## src/rtl/uart_pkg.sv

```systemverilog
// Shared definitions for the UART receive path.
// State encoding, line idle level and bit-timing helpers.
package uart_pkg;

   typedef enum logic [2:0] {
      IDLE,
      START,
      DATA,
      STOP,
      BREAK
   } state_t;

   localparam logic RX_IDLE = 1'b1;

   function automatic int bit_cycles(input int clk_rate,
                                     input int baud_rate);
      return clk_rate / baud_rate;
   endfunction

   function automatic int half_cycles(input int clk_max);
      return clk_max / 2;
   endfunction

endpackage

```

## src/rtl/uart_bit_timer.sv

```systemverilog
// Loadable down-counter; evt is high while the count reads zero.
// Ports: clk, rst_n, load, load_val[W-1:0] in; evt out.
module uart_bit_timer #(
   parameter int W = 4
) (
   input  logic         clk,
   input  logic         rst_n,
   input  logic         load,
   input  logic [W-1:0] load_val,
   output logic         evt
);

   logic [W-1:0] cnt;

   // Loading X-1 makes evt fire X cycles after the load cycle.
   always_ff @(posedge clk or negedge rst_n) begin
      if (!rst_n) begin
         cnt <= '0;
      end else if (load) begin
         cnt <= load_val;
      end else if (cnt != '0) begin
         cnt <= cnt - W'(1);
      end
   end

   assign evt = (cnt == '0);

endmodule

```

## src/rtl/uart_rx_ctrl.sv

```systemverilog
// UART receive frame sequencer with valid/ready holding register.
// Ports: clk, rst_n, rx, en, data_ready in; data_out, data_valid,
// sample_stb, busy, glitch, frame_err, overrun out.
module uart_rx_ctrl
   import uart_pkg::*;
#(
   parameter int N_BITS    = 9,
   parameter int CLK_RATE  = 12000000,
   parameter int BAUD_RATE = 9600
) (
   input  logic              clk,
   input  logic              rst_n,
   input  logic              rx,
   input  logic              en,
   output logic [N_BITS-1:0] data_out,
   output logic              data_valid,
   input  logic              data_ready,
   output logic              sample_stb,
   output logic              busy,
   output logic              glitch,
   output logic              frame_err,
   output logic              overrun
);

   localparam int CLK_MAX = bit_cycles(CLK_RATE, BAUD_RATE);
   localparam int HALF    = half_cycles(CLK_MAX);
   localparam int TW      = $clog2(CLK_MAX);
   localparam int IW      = $clog2(N_BITS);

   localparam logic [IW-1:0] LAST    = IW'(N_BITS - 1);
   localparam logic [TW-1:0] LD_HALF = TW'(HALF - 1);
   localparam logic [TW-1:0] LD_BIT  = TW'(CLK_MAX - 1);

   if (CLK_MAX < 4) begin : g_bad_rate
      $error("uart_rx_ctrl: CLK_MAX must be at least 4");
   end
   if (N_BITS < 2) begin : g_bad_width
      $error("uart_rx_ctrl: N_BITS must be at least 2");
   end

   logic              rx_meta;
   logic              rx_s;
   logic              rx_prev;
   logic              fall;
   state_t            state;
   logic [IW-1:0]     idx;
   logic [N_BITS-1:0] shreg;
   logic              tmr_load;
   logic [TW-1:0]     tmr_val;
   logic              evt;

   always_ff @(posedge clk or negedge rst_n) begin
      if (!rst_n) begin
         rx_meta <= RX_IDLE;
         rx_s    <= RX_IDLE;
         rx_prev <= RX_IDLE;
      end else begin
         rx_meta <= rx;
         rx_s    <= rx_meta;
         rx_prev <= rx_s;
      end
   end

   assign fall = (rx_prev == RX_IDLE) && (rx_s != RX_IDLE);

   // Timer reloads: half a bit on start detect, one bit afterwards.
   always_comb begin
      tmr_load = 1'b0;
      tmr_val  = LD_BIT;
      unique case (state)
         IDLE: begin
            if (en && fall) begin
               tmr_load = 1'b1;
               tmr_val  = LD_HALF;
            end
         end
         START:   tmr_load = en && evt && (rx_s != RX_IDLE);
         DATA:    tmr_load = en && evt;
         default: tmr_load = 1'b0;
      endcase
   end

   uart_bit_timer #(
      .W(TW)
   ) u_timer (
      .clk      (clk),
      .rst_n    (rst_n),
      .load     (tmr_load),
      .load_val (tmr_val),
      .evt      (evt)
   );

   always_ff @(posedge clk or negedge rst_n) begin
      if (!rst_n) begin
         state      <= IDLE;
         idx        <= '0;
         shreg      <= '0;
         data_out   <= '0;
         data_valid <= 1'b0;
         sample_stb <= 1'b0;
         glitch     <= 1'b0;
         frame_err  <= 1'b0;
         overrun    <= 1'b0;
      end else begin
         sample_stb <= 1'b0;
         glitch     <= 1'b0;
         frame_err  <= 1'b0;
         overrun    <= 1'b0;
         if (data_valid && data_ready) begin
            data_valid <= 1'b0;
         end
         unique case (state)
            IDLE: begin
               if (en && fall) begin
                  state <= START;
               end
            end
            START: begin
               if (!en) begin
                  state <= IDLE;
               end else if (evt) begin
                  if (rx_s != RX_IDLE) begin
                     state <= DATA;
                     idx   <= '0;
                  end else begin
                     glitch <= 1'b1;
                     state  <= IDLE;
                  end
               end
            end
            DATA: begin
               if (!en) begin
                  state <= IDLE;
               end else if (evt) begin
                  sample_stb <= 1'b1;
                  shreg      <= {rx_s, shreg[N_BITS-1:1]};
                  idx        <= idx + IW'(1);
                  if (idx == LAST) begin
                     state <= STOP;
                  end
               end
            end
            STOP: begin
               if (!en) begin
                  state <= IDLE;
               end else if (evt) begin
                  sample_stb <= 1'b1;
                  if (rx_s == RX_IDLE) begin
                     state <= IDLE;
                     // A same-cycle handshake frees the slot for the new one.
                     if (!data_valid || data_ready) begin
                        data_out   <= shreg;
                        data_valid <= 1'b1;
                     end else begin
                        overrun <= 1'b1;
                     end
                  end else begin
                     frame_err <= 1'b1;
                     state     <= BREAK;
                  end
               end
            end
            BREAK: begin
               if (!en || (rx_s == RX_IDLE)) begin
                  state <= IDLE;
               end
            end
            default: state <= IDLE;
         endcase
      end
   end

   assign busy = (state != IDLE);

endmodule

```

## config.mk

```make
export PLATFORM = sky130hd
export DESIGN_NAME = uart_rx_ctrl
export DESIGN_NICKNAME = d
export VERILOG_FILES = /design/src/rtl/uart_pkg.sv /design/src/rtl/uart_bit_timer.sv /design/src/rtl/uart_rx_ctrl.sv
export SDC_FILE = /design/constraint.sdc
export NUM_CORES = 1
export LEC_CHECK = 0
export ABC_AREA = 1
export CAP_MARGIN = 15
export CORE_AREA = 2 2 69 71
export DETAILED_ROUTE_END_ITERATION = 10
export DIE_AREA = 0 0 71 73
export PLACE_DENSITY = 0.78
export SLEW_MARGIN = 20
export SYNTH_ARGS = -nofsm -noshare
export SYNTH_HDL_FRONTEND = slang
export SYNTH_SLANG_ARGS = --single-unit
```

## constraint.sdc

```tcl
create_clock -name clk -period 2.1 [get_ports clk]
set_input_delay 0.42 -clock clk [delete_from_list [all_inputs] [get_ports clk]]
set_output_delay 0.42 -clock clk [all_outputs]
set_load 0.005 [all_outputs]
```

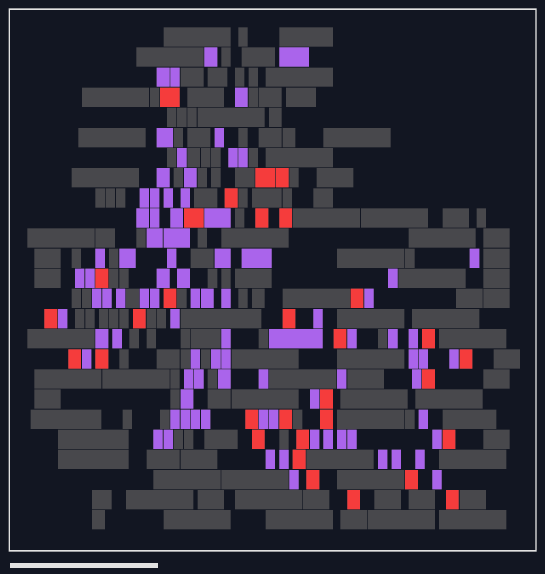
(run_1/gate_families.png)
The bar under the picture is 20 um long.
legend:
  red:
    family: inverting AOI/OAI gates
    cells: 31
  purple:
    family: NAND gates
    cells: 88
post-route non-filler standard cell count: 332
combinational share of cell area: 0.350
most frequent logic cell in the layout: nand2_1

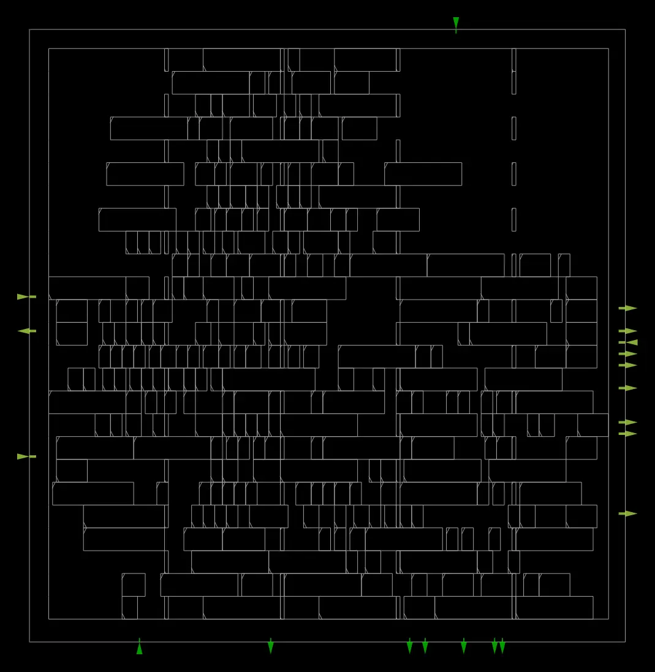
(run_1/final_placement.png)
row count: 25
number of well-tap cells placed: 54
fill cell count: 413
floorplan core area: 4540 um^2

==> commit_impl_results.txt, run 1 <==
Store results of the implementation flow

- The via count of the first global-routing pass came to 1600.
* Detailed-routing iteration count for the pre-antenna-repair pass: 4
- Final weighted congestion of routability-driven global placement: 0.919
- Per the final layout report, the fraction of cells sized above drive strength 1 comes to 0.115.
- The number of antenna violations at the first check in global routing was 0.
* Run status: finished, final reports clean
* First-pass GRT wire length: 7160 um
* Kind of capture point of the worst setup path: primary output
- Detailed placement finished with a half-perimeter wire length of 2940 um.
* Leakage dissipation: 1.33 nW
* H-tree lvl count: 2
* PwrDens: 954 nW/um^2
- The synthesized netlist handed to floorplanning was reported with a cell count of 249.
- The routed design could run at a clock period as short as 1.92 ns.
- Adder-cell area share of the yosys netlist: 0.0177
- The worst pin sits at a relative slew slack of 0.636.
- Most numerous logic cells after layout: nand2_1 (66), dfrtp_1 (41), nor2_1 (31)
* TritonCTS clock tree: built
- Number of I/O pins: 20
- In this run, synthesis produced a sequential element count of 44.
- Tool warnings: 27
* Total negative slack for setup checks: 0 ns
* Yosys aoi share: 0.0803
* Global-route track usage on met2: 0.286
- Between clock sinks in the finished design, the worst skew comes to 0.0108 ns.
- The synthesis run identifies the leading combinational cell family as simple AND/OR/NAND/NOR gates.
- After routing the design area is 2500 um^2.
- Before CTS, the worst setup slack after placement is 0.243 ns.
- Max Slew Vio Count: 0
- Entering global routing, the biggest net connects 45 pins.
* Upper clock frequency limit: 0.520 GHz
- Number of design-rule violations left by the first detailed-router iteration: 158
* Max-cap violation count: 0
- STA classifies the critical path startpoint as a flip-flop.
- Total number of yosys warnings: 0
* Total instance count after detailed placement: 324
* Routed length on met3: 209 um
- In the post-route analysis, the smallest setup slack over all paths is 0.179 ns.
* Placed Instance Area: 2390 um^2
- Number of nets in the finished design: 285
- Post-cts hold buffer count: 0
- For this sky-water flow run, the detailed-routed wirelength per cell is reported as 12.4 um.
* Post-detailed-route via-to-cell ratio: 5.10
- The chip occupies 5180 um^2.
* Total inserted antenna cells: 0
- In this run the mean area of a mapped cell was 8.51 um^2.
- Root Driver: clkbuf_8
- In the per-layer summary, the met1 wirelength comes to 1930 um.
- Die Y: 73 um
- Crit Path Class: reg -> out
- The synthesized netlist occupies a cell area of 2120 um^2.
* Final antenna-violating net count: 0
- Insertion delay at the late pin of the worst-skew pair: 0.31 ns
- Counting every sink on the clock net gives 44.
- Highest metal layer with signal wires: met4
- The final hold violation count recorded for this run is 0.
- Number of gates resized after cts: 0
- The worst register-to-register path ends at idx[0]$_DFFE_PN0P_.
- Measured against the total synthesized area, the mux share comes to 0.
* Sequential cell area fraction in the yosys report: 0.522
- Xor/xnor share: 0.0248
* Min-delay worst type: in -> async
- For this run, global-route usage on met1 was measured as 0.239.
- Unrepaired setup endpoints after global routing: no
- The die is 71 um wide.
- The number of different library cells used by synthesis comes to 26.
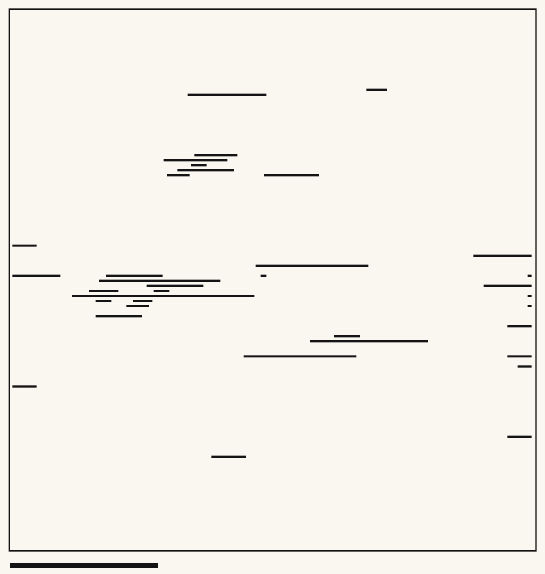
(run_1/met3.png)
The bar under the picture is 20 um long.
main direction: horizontal
wire length on this layer: 210 um
nets with wire on the layer: 30
longest straight run: 24.4 um
GR Layer Usage met3: 0.0373
total number of vias: 1694
final WL: 4130 um

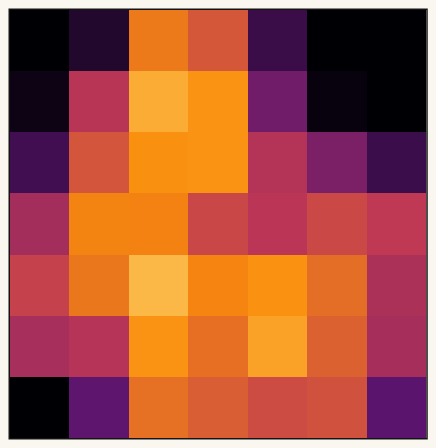
(run_1/density.png)
7 x 7 tiles, from black (low) to pale yellow (high), 0 to 100% covered.
emptiest ninth of the die: north-east
tiles over 75% full: 16%
mean over tiles: 47%
nearly empty tiles: 10%
fullest tile: 85%
Final Core Density: 0.552
starting density of the core: 0.467

## run 1: cell type report
cell class	count	area, um^2
flip-flops and latches	44	1100
clock buffers	5	68.8
fillers	413	2030
inverters	34	133
well taps	54	67.6
multi-input cells	170	876
clock inverters	3	46.3
repair buffers	22	208
## run 1: synth_stat cells
cell type  number  area, um^2
a21oi_1         2        10.0
buf_2           1        5.00
clkinv_4        1        8.76
dfrtp_1        41        1030
dfstp_2         3        78.8
ha_1            3        37.5
inv_1          29         109
inv_2           4        15.0
nand2_1        66         248
nand2_2         2        12.5
nand2_4         2        22.5
nand3_1        13        65.1
nand3_2         2        20.0
nand3b_4        1        20.0
nand4_1         2        12.5
nor2_1         31         116
nor2_4          3        33.8
nor2_8          2        40.0
nor3_1          5        25.0
o211ai_1        1        7.51
o21a_1          1        7.51
o21ai_0        12        60.1
o21ai_1        14        70.1
o31ai_1         2        15.0
xnor2_1         2        17.5
xor2_1          4        35.0
## run 1: power breakdown
group	internal [W]	total, W	switching, W
logic	0.000248	0.000639	0.000391
registers	0.000968	0.00109	0.000118
clock network	0.000358	0.000663	0.000305
## run 1: state kept, by name, summed over array words and instances (netlist names), 3 cells and up
signal and count:
data_out 9, u_timer.cnt 11, state 3, shreg 9
idx 4
## run 1: how the worst max path moves through the flow
stage / end / slack (ns) / depth (start not counted)
floorplan: data_out[0]$_DFFE_PN0P_ / 0.53 / 10
global placement: u_timer.cnt[10]$_DFFE_PN0P_ / 0.30 / 8
detailed placement: u_timer.cnt[7]$_DFFE_PN0P_ / 0.24 / 6
CTS: busy / 0.18 / 3
global route: busy / 0.12 / 3
finish: busy / 0.18 / 3
## run 1: critical path: stages (launching register included)
cell,delay (ns)
dfrtp_1,0.43
nor2_1,0.20
nand2_1,0.11
clkdlybuf4s50_1,0.46
==> run_1/port_nets.png <==
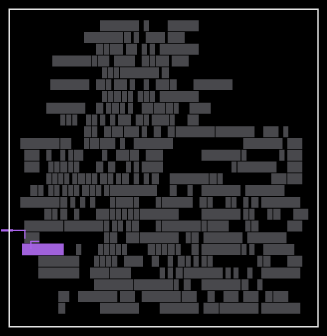

## Run 2: what changed since run 1
- CTS_BUF_LIST: not set -> sky130_fd_sc_hd__clkbuf_16
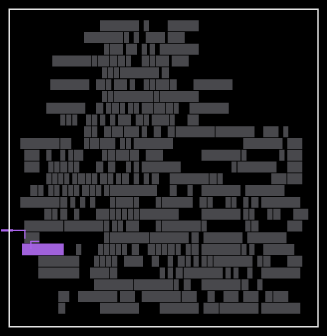
(run_2/port_nets.png)
legend:
  purple:
    port: rx
    bits: 1
    direction: input
    end_cells: 1
    buffers: 1
    wire: 8.40 um
number of I/O pins: 20
Port Buffers: 19

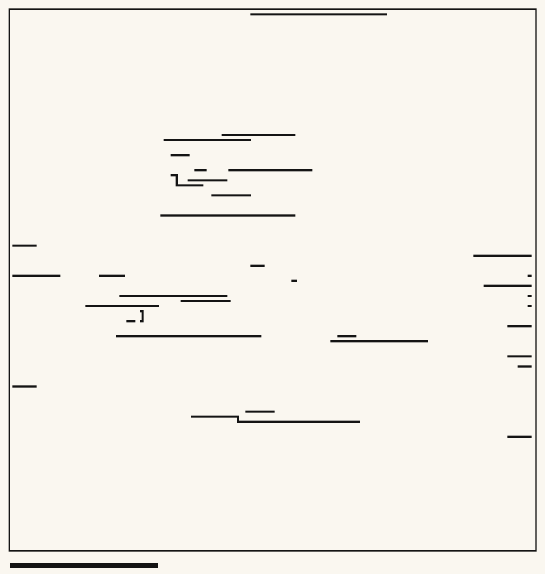
(run_2/met3.png)
The bar under the picture is 20 um long.
GR Layer Usage met3: 0.0414
total number of vias: 1714
final WL: 4260 um

==> commit_impl_results.txt, run 2 <==
Store results of the implementation flow

* Run status: finished, final reports clean (unchanged)
- Adder-cell area share of the yosys netlist: 0.0177 (unchanged)
- The post-synthesis cell area was 2120 um^2 (unchanged).
* Max-slew headroom: 0.636 (about the same)
- Final antenna-violating net count: 0 (unchanged)
- Proportion of total power due to net switching: 0.322 (was 0.341)
- Root Driver: clkbuf_16 (was clkbuf_8)
- Crit Path Class: reg -> out (unchanged)
- The xor and xnor fraction of the mapped netlist area came to 0.0248 (unchanged).
- Min-delay worst type: in -> async (unchanged)
- Largest register by flop count: u_timer.cnt (unchanged)
- Setup clock skew after layout: 0.00644 ns (was 0.0108 ns)
- Die Y: 73 um (unchanged)
- The number of max-capacitance violations reported came to 0 (unchanged).
- The number of instances resized during post-cts repair is 0 (unchanged).
- Insertion delay at the late pin of the worst-skew pair: 0.29 ns (was 0.31 ns)
- The compound-cell area share of the yosys netlist came to 0.0803 (unchanged).
- The stage delay of the slowest cell on the critical path came to 0.46 ns (about the same).
- The pin count of the biggest net entering global routing was 45 (unchanged).
- Proportion of layout cells with a drive suffix above 1: 0.115 (unchanged)
- Sequential cell fraction of total power: 0.415 (was 0.455)
* Max Slew Vio Count: 0 (unchanged)
- Power in combinational cells: 0.000642 W (was 0.000639 W)
- Top cells, area: dfrtp_1 (48%), nand2_1 (12%), nor2_1 (5.5%) (unchanged)
* Startpoint type of the worst setup path: flip-flop (unchanged)
* Design internal power: 0.00178 W (was 0.00157 W)
- The power share of the clock group is 0.341 (was 0.278).
- Total instance count after detailed placement: 324 (unchanged)
* Worst Slack Setup Final: 0.216 ns (was 0.179 ns)
- The standard cell core area was 4540 um^2 (unchanged).
- Portion of total power attributed to combinational logic: 0.244 (was 0.268)
- The power in the clock group is 0.000896 W (was 0.000663 W).
* Number of design-rule violations left by the first detailed-router iteration: 135 (was 158)
- Post-cts hold buffer count: 0 (unchanged)
- Mux share of post-synthesis cell area: 0 (unchanged)
- The average via count per standard cell was 5.16 (was 5.10).
- Upper clock frequency limit: 0.531 GHz (was 0.520 GHz)
* Largest combinational cell category by area: simple AND/OR/NAND/NOR gates (unchanged)
- CP Cell Sequence: nor2_1 -> nand2_1 -> clkdlybuf4s50_1 (unchanged).
* Largest Pwr Group: registers (unchanged)
- The full die area is 5180 um^2 (unchanged).
* Width of the chip: 71 um (unchanged)
- Top cell types by occurrence after synthesis: nand2_1 (66), dfrtp_1 (41), nor2_1 (31), inv_1 (29), o21ai_1 (14) (unchanged).
* Post-Layout Inst Area: 2560 um^2 (was 2500 um^2)
- The mean routed wirelength per cell was 12.8 um (was 12.4 um).
- Clock Sinks: 44 (unchanged)
- The most used flip-flop cell after synthesis was dfrtp_1 (unchanged).
- The flip-flop count of the largest register after layout is 11 (unchanged).
- Number of nets in the finished design: 285 (unchanged)
- The number of antenna violations at the first check in global routing was 0 (unchanged).
- The nature of the critical path endpoint is a primary output (unchanged).
* Family with the most delay on the worst path: buffers and inverters (unchanged)
- Mapped Cells: 249 (unchanged)
* Detailed-routing iteration count for the pre-antenna-repair pass: 4 (unchanged)
* Portion of synthesized cell area occupied by the leading cell type: 0.484 (unchanged)
- Post-route non-filler standard cell count: 332 (unchanged)
- Most numerous logic cells after layout: nand2_1 (66), dfrtp_1 (41), nor2_1 (31) (unchanged)
- The final-layout fill cell count is 403 (was 413).
- Number of flops mapped to enable cells by yosys: 0 (unchanged)
- The final total negative setup slack was 0 ns (unchanged).
* Async set-or-reset flop fraction in the synthesized netlist: 1.00 (unchanged)
- First-pass GRT wire length: 7240 um (was 7160 um)
* Total of flip-flops plus latches after synthesis: 44 (unchanged)
- The final RePlAce weighted congestion came to 0.919 (unchanged).
* Starting density of the core: 0.467 (unchanged)
- The most instantiated library cell after synthesis is nand2_1 (unchanged).
* Leakage dissipation: 1.36 nW (was 1.33 nW)
* Placed Instance Area: 2390 um^2 (unchanged)
- The number of placement rows came to 25 (unchanged).
- The sequential area share after synthesis is 0.522 (unchanged).
- Largest registers in the final layout: u_timer.cnt: 11 flops, data_out: 9 flops, shreg: 9 flops (unchanged).
* Distinct lib cells used: 26 (unchanged)
* Final Core Density: 0.564 (was 0.552)
- Most frequent logic cell in the layout: nand2_1 (unchanged)
==> run 2: cell counts after synthesis <==
Identical to the previous run, type by type.
==> run 2: logic make-up after synthesis <==
group,count (synthesis)
AND-OR/OR-AND,32
XOR/XNOR,6
adder cells (fa/ha/maj),3
buffers and inverters,35
flip-flops,44
AND/OR/NAND/NOR,129
==> run 2: per-layer routing <==
layer,vias to the layer above,GRT usage,wire length [um]
li1,842,-,-
met1,810,0.245,1950
met2,58,0.292,2030
met3,4,0.0414,224
met4,0,0.0566,53
met5,-,0,0
==> run 2: layout make-up <==
type	count	share of cell area
inverter	34	0.0518
clock buffer	5	0.0489
clock inverter	3	0.0181
sequential	44	0.432
multi-input combinational	170	0.342
tap	54	0.0264
timing repair buffer	22	0.0811
==> run 2: worst paths after layout <==
check | slack [ns] | from | to | depth (start not counted)
worst min register to register | 0.36 | rx_meta$_DFF_PN1_ | rx_s$_DFF_PN1_ | 0
worst max register to register | 0.33 | u_timer.cnt[0]$_DFFE_PN0P_ | idx[0]$_DFFE_PN0P_ | 10
min in group clk | 0.36 | rx_meta$_DFF_PN1_ | rx_s$_DFF_PN1_ | 0
worst min-delay path | 0.21 | rst_n | data_out[3]$_DFFE_PN0P_ | 2
worst max-delay path | 0.22 | state[0]$_DFFE_PN0P_ | busy | 3
max in group asynchronous | 1.52 | rst_n | u_timer.cnt[3]$_DFFE_PN0P_ | 2
No activity file was given, so power comes from the tool's default toggle rates.
